Fig. 1: signal wires on met2
Scale: 8 px per um. Cells faint in the background.
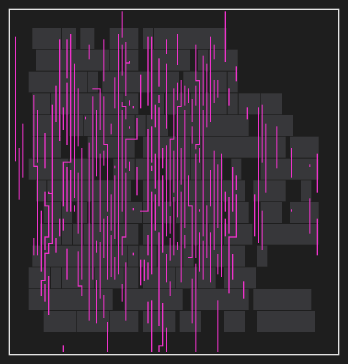
Fig. 2: the clock network
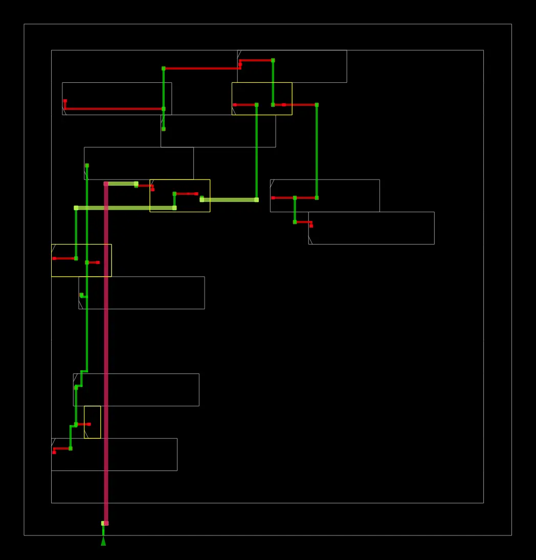
Fig. 3: cell classes on the final placement
Scale: 8 px per um. Fill, decap, tap and diode cells in grey.
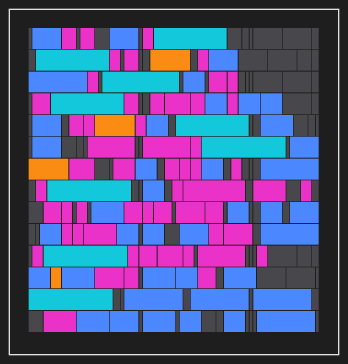
Fig. 4: pin map
Scale: 6 px per um. Pins as bars across the die edge, other pins in grey.
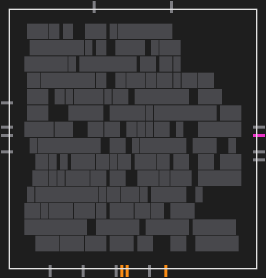
File: src/rtl/control_sequencer.sv
// Instruction phase sequencer: walks IF/ID/EX/MEM/WB, handles two-word fetch,
// multi-cycle/stalled MEM, interrupt entry and the one-instruction inhibit after RETI.
module control_sequencer #(
  parameter int STATE_WIDTH = 3,
  parameter int ST_IF  = 0,
  parameter int ST_ID  = 1,
  parameter int ST_EX  = 2,
  parameter int ST_MEM = 3,
  parameter int ST_WB  = 4
) (
  input  logic                   clk,
  input  logic                   reset,
  input  logic                   instr_valid,
  input  logic                   two_word,
  input  logic                   has_mem,
  input  logic                   mem_two_cycle,
  input  logic                   is_reti,
  input  logic                   mem_wait,
  input  logic                   irq_req,
  input  logic                   irq_enable,
  output logic [STATE_WIDTH-1:0] state,
  output logic                   cycle_count,
  output logic                   isr_entry,
  output logic                   fetch_en,
  output logic                   retire
);

  typedef enum logic [STATE_WIDTH-1:0] {
    S_IF  = STATE_WIDTH'(ST_IF),
    S_ID  = STATE_WIDTH'(ST_ID),
    S_EX  = STATE_WIDTH'(ST_EX),
    S_MEM = STATE_WIDTH'(ST_MEM),
    S_WB  = STATE_WIDTH'(ST_WB)
  } state_t;

  state_t r_state, w_nxt;
  logic   r_cc, r_isr, r_hm, r_tc, r_reti, r_inh;
  logic   w_cc_nxt, w_isr_nxt, w_hm_nxt, w_tc_nxt, w_reti_nxt, w_inh_nxt;
  logic   w_take, w_fetch, w_retire;

  // Interrupts are only accepted at an instruction boundary; reset keeps fetch_en high.
  assign w_take = (r_state == S_IF) && !r_cc && irq_req && irq_enable && !r_inh && reset;

  always_comb begin
    w_nxt      = r_state;
    w_cc_nxt   = r_cc;
    w_isr_nxt  = r_isr;
    w_hm_nxt   = r_hm;
    w_tc_nxt   = r_tc;
    w_reti_nxt = r_reti;
    w_inh_nxt  = r_inh;
    w_fetch    = 1'b0;
    w_retire   = 1'b0;
    case (r_state)
      S_IF: begin
        w_fetch = !w_take;
        if (w_take) begin
          w_nxt     = S_ID;
          w_isr_nxt = 1'b1;
          w_cc_nxt  = 1'b0;
        end else if (instr_valid) begin
          if (two_word && !r_cc) w_cc_nxt = 1'b1;
          else begin
            w_nxt    = S_ID;
            w_cc_nxt = 1'b0;
          end
        end
      end
      S_ID: begin
        // CALL_ISR pushes the return address: a two-cycle memory phase.
        w_hm_nxt   = has_mem | r_isr;
        w_tc_nxt   = mem_two_cycle | r_isr;
        w_reti_nxt = is_reti & ~r_isr;
        w_nxt      = S_EX;
      end
      S_EX: w_nxt = r_hm ? S_MEM : S_WB;
      S_MEM: begin
        if (!mem_wait) begin
          if (r_tc && !r_cc) w_cc_nxt = 1'b1;
          else begin
            w_nxt    = S_WB;
            w_cc_nxt = 1'b0;
          end
        end
      end
      S_WB: begin
        w_retire  = 1'b1;
        w_nxt     = S_IF;
        w_isr_nxt = 1'b0;
        // Retiring RETI blocks interrupts for exactly the next instruction.
        w_inh_nxt = r_reti;
      end
      default: w_nxt = S_IF;
    endcase
  end

  always_ff @(posedge clk or negedge reset) begin
    if (!reset) begin
      r_state <= S_IF;
      r_cc    <= 1'b0;
      r_isr   <= 1'b0;
      r_hm    <= 1'b0;
      r_tc    <= 1'b0;
      r_reti  <= 1'b0;
      r_inh   <= 1'b0;
    end else begin
      r_state <= w_nxt;
      r_cc    <= w_cc_nxt;
      r_isr   <= w_isr_nxt;
      r_hm    <= w_hm_nxt;
      r_tc    <= w_tc_nxt;
      r_reti  <= w_reti_nxt;
      r_inh   <= w_inh_nxt;
    end
  end

  assign state       = r_state;
  assign cycle_count = r_cc;
  assign isr_entry   = r_isr;
  assign fetch_en    = w_fetch;
  assign retire      = w_retire;

endmodule

File: config.mk
export PLATFORM = sky130hd
export DESIGN_NAME = control_sequencer
export DESIGN_NICKNAME = d
export VERILOG_FILES = /design/src/rtl/control_sequencer.sv
export SDC_FILE = /design/constraint.sdc
export NUM_CORES = 1
export LEC_CHECK = 0
export ABC_AREA = 1
export CAP_MARGIN = 5
export CORE_AREA = 2 2 39 41
export CTS_BUF_LIST = sky130_fd_sc_hd__clkbuf_8
export CTS_CLUSTER_SIZE = 8
export DETAILED_ROUTE_END_ITERATION = 8
export DIE_AREA = 0 0 41 43
export HOLD_SLACK_MARGIN = 0.1
export PLACE_DENSITY = 0.78
export SYNTH_ARGS = -nofsm -noshare
export SYNTH_HDL_FRONTEND = slang
export SYNTH_SLANG_ARGS = --single-unit
File: constraint.sdc
create_clock -name clk -period 1.1 [get_ports clk]
set_input_delay 0.22 -clock clk [delete_from_list [all_inputs] [get_ports clk]]
set_output_delay 0.22 -clock clk [all_outputs]
set_load 0.1 [all_outputs]
==> results.txt <==
From the run reports.

- The flow ran to the end, but the final reports show violations.
- The checks that failed: negative setup slack.
- After synthesis, the cell types taking the most area are sky130_fd_sc_hd__dfrtp_1 46%, sky130_fd_sc_hd__nand2_1 9.3%, sky130_fd_sc_hd__inv_1 7.0%, sky130_fd_sc_hd__nor2_1 6.2%, sky130_fd_sc_hd__nand3_1 5.2%.
- The flow reported a cell area power density of 3650 mW/mm^2.
- For this run, the final setup violation count is recorded as 15.
- The origin of the worst setup path reads state[0].
- Sequential elements use 46.4% of the synthesized area.
- The most frequently used library cell after synthesis is sky130_fd_sc_hd__nand2_1.
- Yosys reports that the leading cell type by area covers between 40% and 50% of the netlist area.
- The largest total area in the synthesized netlist belongs to sky130_fd_sc_hd__dfrtp_1.
- The data required time at the worst endpoint reads approximately 880 ps.
- When the netlist entered floorplanning its net count stood at 75.
- The internal power consumption reads between 2 and 2.5 mW.
- The switching share of power is between 40% and 50%.
- The slack of the critical path reads -490 ps.
- Per the timing report, the most critical flop-to-flop path originates at state[1].
- The sum of buffers and inverters on the critical path is 2.
- The transition time at the pin with the least slew margin is about 270 ps.
- For this run, design rule violations remaining after detail routing come to 0.
- The total of warnings raised by yosys is 0.
- The capture point of the worst path reads fetch_en.
- The post-route antenna net violation count is 0.
- For reference, the critical path cell chain is nor3_4, inv_2, a31oi_4, buf_12.
- Per STA, the highest per-stage delay on the worst path measures around 490 ps.
- The cell chosen for the clock root reads sky130_fd_sc_hd__clkbuf_8.
- The clock period minus worst slack is 1590 ps.
- In the layout the commonest cells are 17 x sky130_fd_sc_hd__buf_4, 9 x sky130_fd_sc_hd__inv_1, 9 x sky130_fd_sc_hd__clkdlybuf4s50_1.
- The remaining global-route overflow is 0.
Back to the opening pictures, Fig. 1:
110 nets have wire on it. The layer holds 51% of the routed length. The layer carries 1,020 um of wire.
vias post-DR: 663
GR met2 Demand/Resource: 33.4%
total routed wirelength: 2000 um

Back to the opening pictures, Fig. 2:
number of CTS-inserted buffers: 3
number of sequential cells in the layout: 9
clock network latency to the later pin of the worst-skew pair: 230 ps
clock net sink count: 9

Back to the opening pictures, Fig. 3:
registers: drawn in cyan, cells 9, share of their area 22%. clock drivers and dummy loads: drawn in orange, cells 4, share of their area 4.2%. remaining logic cells: drawn in magenta, cells 56, share of their area 33%. remaining buffers and delay cells: drawn in blue, cells 40, share of their area 40%.

Back to the opening pictures, Fig. 4:
irq_req: drawn in magenta, pins 1, direction input, edge east. state: drawn in orange, pins 3, direction output, edge south.

-- metal layers --
layer	GRT usage, %	part of all wire [%]	vias up
li1	-	-	302
met1	29.3	40	319
met2	33.4	51	34
met3	5.24	5.0	8
met4	15.3	3.7	0
met5	0	0	-
-- timing repair --
action | CTS | global route
gates resized | 14 | 11
endpoints found under the setup margin | 15 | 15
setup buffers | 7 | 5
pin swaps | 7 | 6
-- state kept, by name, indices dropped and copies added (netlist names) --
register     cells
r_tc             1
isr_entry        1
state            3
r_reti           1
r_inh            1
r_hm             1
cycle_count      1
-- metrics by stage --
| stage | hold WS (ps) | setup TNS (ps) | total power, mW | worst slack [ps] | cells |
|---|---|---|---|---|---|
| finish | 436 | -4290 | 4.02 | -490 | 125 |
| global route | 415 | -4760 | 4.18 | -519 | 125 |
| CTS | 406 | -3990 | 3.78 | -494 | 124 |
| detailed placement | 520 | -3050 | 3.08 | -429 | 114 |
| global placement | 506 | -2800 | 3.03 | -391 | 114 |
| floorplan | -75.6 | -4300 | 2.10 | -738 | 65 |
-- power by group through the flow --
stage,clock (mW),sequential [mW],combinational (mW)
2_1_floorplan,0,1.24,0.850
3_3_place_gp,0,0.675,2.36
3_5_place_dp,0,0.683,2.40
4_1_cts,0.376,0.669,2.73
5_1_grt,0.396,0.686,3.10
6_report,0.371,0.673,2.97
-- cell type report --
class | instances | area [um^2] | area share, %
Timing Repair Buffer | 40 | 437 | 39.7
Tap cell | 16 | 20.0 | 1.82
Sequential cell | 9 | 241 | 21.9
Inverter | 11 | 43.8 | 3.98
Multi-Input combinational cell | 45 | 314 | 28.5
Clock inverter | 1 | 3.75 | 0.341
Clock buffer | 3 | 41.3 | 3.75
No activity file was given, so power comes from the tool's default toggle rates.
